==> src/rtl/rram_ctrl_pkg.sv <==
// rram_ctrl_pkg: shared states, layer bit ranges and default timing for the RRAM crossbar controllers
package rram_ctrl_pkg;

    typedef enum logic [3:0] {
        IDLE, FWD1, SET1, FWD2, SET2, FWD3, SET3, LABEL, BACK, DONE
    } state_t;

    localparam int L1_MSB = 11;
    localparam int L2_MSB = 7;
    localparam int L3_MSB = 3;
    localparam logic [3:0] L3_MASK = 4'b1110;

    localparam int DEF_SETTLE_CYC = 4;
    localparam int DEF_SET_CYC    = 1;
    localparam int DEF_BACK_CYC   = 8;
    localparam int TMR_W          = 8;

endpackage

==> src/rtl/rram_phase_timer.sv <==
// rram_phase_timer: loadable down-counter that parks at zero and flags it
module rram_phase_timer #(
    parameter int W = 8
) (
    input  logic         clk,
    input  logic         rst_n,
    input  logic         load,
    input  logic [W-1:0] load_val,
    output logic         zero
);

    logic [W-1:0] cnt;

    // load on phase entry, otherwise count down and hold at zero
    always_ff @(posedge clk or negedge rst_n) begin
        if (!rst_n)
            cnt <= '0;
        else if (load)
            cnt <= load_val;
        else if (cnt != '0)
            cnt <= cnt - 1'b1;
    end

    assign zero = (cnt == '0);

endmodule

==> src/rtl/rram_train_sequencer.sv <==
// rram_train_sequencer: steps the 3-layer RRAM crossbar through forward and optional backward passes
module rram_train_sequencer
    import rram_ctrl_pkg::*;
#(
    parameter int SETTLE_CYC = DEF_SETTLE_CYC,
    parameter int SET_CYC    = DEF_SET_CYC,
    parameter int BACK_CYC   = DEF_BACK_CYC,
    parameter int CNT_W      = 16
) (
    input  logic             clk,
    input  logic             rst_n,
    input  logic             in_valid,
    output logic             in_ready,
    input  logic [3:0]       in_data,
    input  logic [2:0]       in_label,
    input  logic             train_en,
    input  logic             abort,
    output logic [11:0]      Dwl,
    output logic [11:0]      Dsl,
    output logic [11:0]      Dbl,
    output logic             Dset,
    output logic             Dback,
    output logic [2:0]       Dlabel,
    output logic             busy,
    output logic             done,
    output logic [CNT_W-1:0] sample_cnt
);

    state_t           state, nxt;
    logic [3:0]       data_q;
    logic [2:0]       label_q;
    logic             train_q;
    logic             tzero;
    logic             load;
    logic [TMR_W-1:0] ld_val;

    assign in_ready = rst_n && state == IDLE && !abort;
    assign busy     = state != IDLE;
    assign load     = nxt != state;

    // next phase: advance when the phase timer has expired, abort overrides
    always_comb begin
        nxt = state;
        case (state)
            IDLE:  nxt = (in_valid && in_ready) ? FWD1 : IDLE;
            FWD1:  nxt = tzero ? SET1 : FWD1;
            SET1:  nxt = tzero ? FWD2 : SET1;
            FWD2:  nxt = tzero ? SET2 : FWD2;
            SET2:  nxt = tzero ? FWD3 : SET2;
            FWD3:  nxt = tzero ? SET3 : FWD3;
            SET3:  nxt = tzero ? (train_q ? LABEL : DONE) : SET3;
            LABEL: nxt = BACK;
            BACK:  nxt = tzero ? DONE : BACK;
            DONE:  nxt = IDLE;
            default: nxt = IDLE;
        endcase
        if (abort && state != IDLE)
            nxt = IDLE;
    end

    // timer reload value is the length of the phase being entered, minus one
    always_comb begin
        ld_val = '0;
        case (nxt)
            FWD1, FWD2, FWD3: ld_val = TMR_W'(SETTLE_CYC - 1);
            SET1, SET2, SET3: ld_val = TMR_W'(SET_CYC - 1);
            BACK:             ld_val = TMR_W'(BACK_CYC - 1);
            default:          ld_val = '0;
        endcase
    end

    rram_phase_timer #(.W(TMR_W)) u_timer (
        .clk      (clk),
        .rst_n    (rst_n),
        .load     (load),
        .load_val (ld_val),
        .zero     (tzero)
    );

    // state register, sample latch and completed-transaction counter
    always_ff @(posedge clk or negedge rst_n) begin
        if (!rst_n) begin
            state      <= IDLE;
            data_q     <= '0;
            label_q    <= '0;
            train_q    <= 1'b0;
            sample_cnt <= '0;
        end else begin
            state <= nxt;
            if (in_valid && in_ready) begin
                data_q  <= in_data;
                label_q <= in_label;
                train_q <= train_en;
            end
            if (state == DONE && !abort)
                sample_cnt <= sample_cnt + 1'b1;
        end
    end

    // line-drive decode from the current phase
    always_comb begin
        Dwl    = '0;
        Dsl    = '0;
        Dbl    = '0;
        Dback  = 1'b0;
        Dlabel = '0;
        done   = 1'b0;
        case (state)
            FWD1, SET1: begin
                Dwl[L1_MSB -: 4] = 4'hF;
                Dsl[L1_MSB -: 4] = data_q;
                Dbl[L1_MSB -: 4] = 4'hF;
            end
            FWD2, SET2: begin
                Dwl[L2_MSB -: 4] = 4'hF;
                Dsl[L2_MSB -: 4] = 4'hF;
                Dbl[L2_MSB -: 4] = 4'hF;
            end
            FWD3, SET3: begin
                Dwl[L3_MSB -: 4] = L3_MASK;
                Dsl[L3_MSB -: 4] = L3_MASK;
                Dbl[L3_MSB -: 4] = L3_MASK;
            end
            LABEL: Dlabel = label_q;
            BACK: begin
                Dwl    = {4'hF, 4'hF, L3_MASK};
                Dbl    = {4'hF, 4'hF, L3_MASK};
                Dback  = 1'b1;
                Dlabel = label_q;
            end
            DONE: done = 1'b1;
            default: ;
        endcase
        Dset = state inside {SET1, SET2, SET3};
    end

endmodule

==> config.mk <==
export PLATFORM = sky130hd
export DESIGN_NAME = rram_train_sequencer
export DESIGN_NICKNAME = d
export VERILOG_FILES = /design/src/rtl/rram_ctrl_pkg.sv /design/src/rtl/rram_phase_timer.sv /design/src/rtl/rram_train_sequencer.sv
export SDC_FILE = /design/constraint.sdc
export NUM_CORES = 1
export LEC_CHECK = 0
export CAP_MARGIN = 25
export CORE_MARGIN = 2
export CORE_UTILIZATION = 40
export CTS_CLUSTER_DIAMETER = 40
export DETAILED_ROUTE_END_ITERATION = 8
export PLACE_DENSITY = 0.78
export SLEW_MARGIN = 10
export SYNTH_ARGS = -nofsm -noshare
export SYNTH_HDL_FRONTEND = slang
export SYNTH_SLANG_ARGS = --single-unit
==> constraint.sdc <==
create_clock -name clk -period 2.65 [get_ports clk]
set_input_delay 0.53 -clock clk [delete_from_list [all_inputs] [get_ports clk]]
set_output_delay 0.53 -clock clk [all_outputs]
set_load 0.005 [all_outputs]
Clock routing:
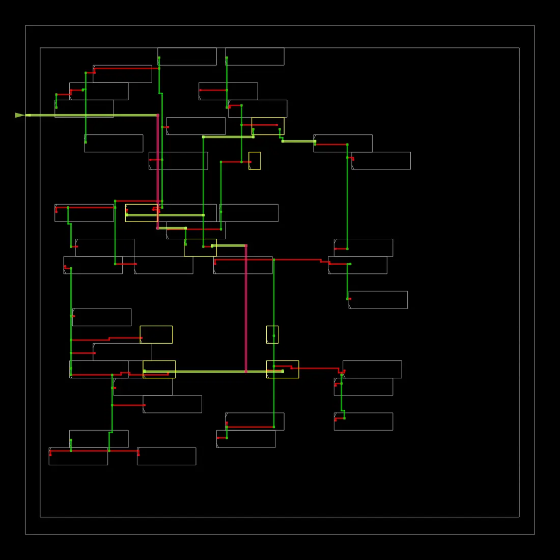
Clk. pwr: 414 uW
CTS Sinks: 36
clock latency at the later pin of the worst-skew pair: 0.29 ns
Clock Skew: 0.00479 ns

Sequential cells coloured by netlist name:
(6 px per um)
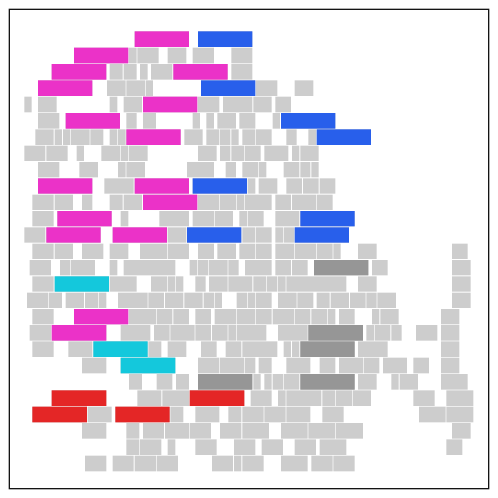
| netlist name | colour | placed flops |
|---|---|---|
| `sample_cnt` | magenta | 16 |
| `label_q` | cyan | 3 |
| `u_timer.cnt` | blue | 8 |
| `data_q` | red | 4 |
not coloured: 5

PDN straps and rails:
(4 px per um) Pins as bars on the die edge. Tap cells in grey.
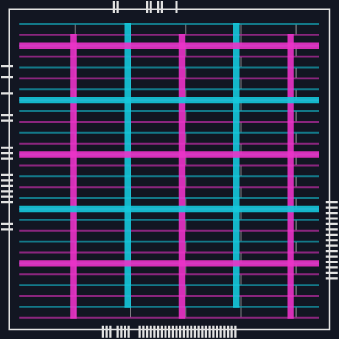
| net | colour |
|---|---|
| VSS | magenta |
| VDD | cyan |
tap cells: 72
signal pins: 72
met4 straps: 5

Placement density heat map:
(4 px per um) 8 x 8 tiles, from white (low) to dark blue (high), 0 to 100% covered.
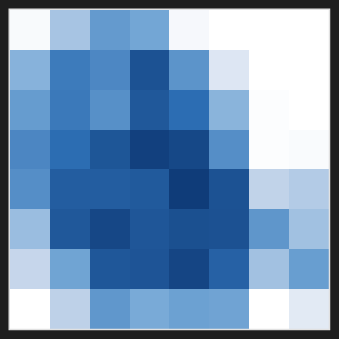
emptiest ninth of the die: upper right
fullest tile: 95%
tiles over 75% full: 33%
mean over tiles: 51%
densest ninth of the die: centre

==> Slide: Implementation Results <==
Implementation Results

Outcome
  • Outcome: completed

STA
  • Cycle use final: approximately 98%
  • Final hold viol count: 0
  • RSZ-0062 raised after global routing: true

Critical path
  • Crit path max-delay family: buffers and inverters
  • CP most frequent cell: buf_4
  • Crit Path Class: flip-flop to output port
  • Crit. End Element: output port
  • Stages on worst setup path: 7
  • WP data arrival: approximately 2.1 ns

Pwr
  • Comb pwr: 2070 uW
  • Clock power frac: between 10% and 20%
  • Seq. pwr: roughly 750 uW
  • Internal power: ~2000 uW

Drt
  • Vias: between 1,500 and 2,000
  • Highest Signal Layer: met4
  • Metal3 WL: about 260 um
  • DRC: 0
  • Iter 0 DRT Violations: between 100 and 150
  • M1 wire length: approximately 2500 um

CTS
  • H-Tree Depth: 2

Synthesis
  • Top-count cell post-synth: dfrtp_1
  • Ys Warns: 0
  • Compound-Gate Fraction of Synth Area: between 7 and 8%
  • Area of the mapped netlist: roughly 2300 um2
  • MUX share of area: 5.74%

Global routing
  • Antenna violations before repair: 0
  • Met3 GRT Util: about 3.7%
  • Total grt overflow: 0
  • Grt met2 use: 28.1%

Floorplanning
  • IO Count: a little over 70

Flow run
  • Tool warnings: 29

Finish
  • Dominant logic cell type in the layout: clkdlybuf4s50_1
  • Max reg flops: 16
  • # diodes: 0

Placement
  • PortBufs: about 68
-- metrics by stage --
stage / TNS, ns / area, um2 / std cells / util (%) / hold slack, ns
2_1_floorplan: 0 / 2300 / 235 / - / 0.234
3_3_place_gp: -0.146 / 3020 / 372 / 54.9 / 0.350
3_5_place_dp: -0.961 / 3020 / 372 / 54.9 / 0.349
4_1_cts: -0.0155 / 3160 / 382 / 57.3 / 0.0379
5_1_grt: -0.236 / 3310 / 390 / 60.1 / 0.0274
6_report: 0 / 3310 / 390 / 60.1 / 0.0413
-- cell type report --
class	count	area (um2)	area share (%)
Inverter	5	18.8	0.568
Timing Repair Buffer	109	1010	30.5
Clock buffer	6	82.6	2.50
Multi-Input combinational cell	160	1200	36.2
Clock inverter	2	10.0	0.303
Sequential cell	36	901	27.2
Tap cell	72	90.1	2.72
Power is estimated from default activity; no workload was simulated.
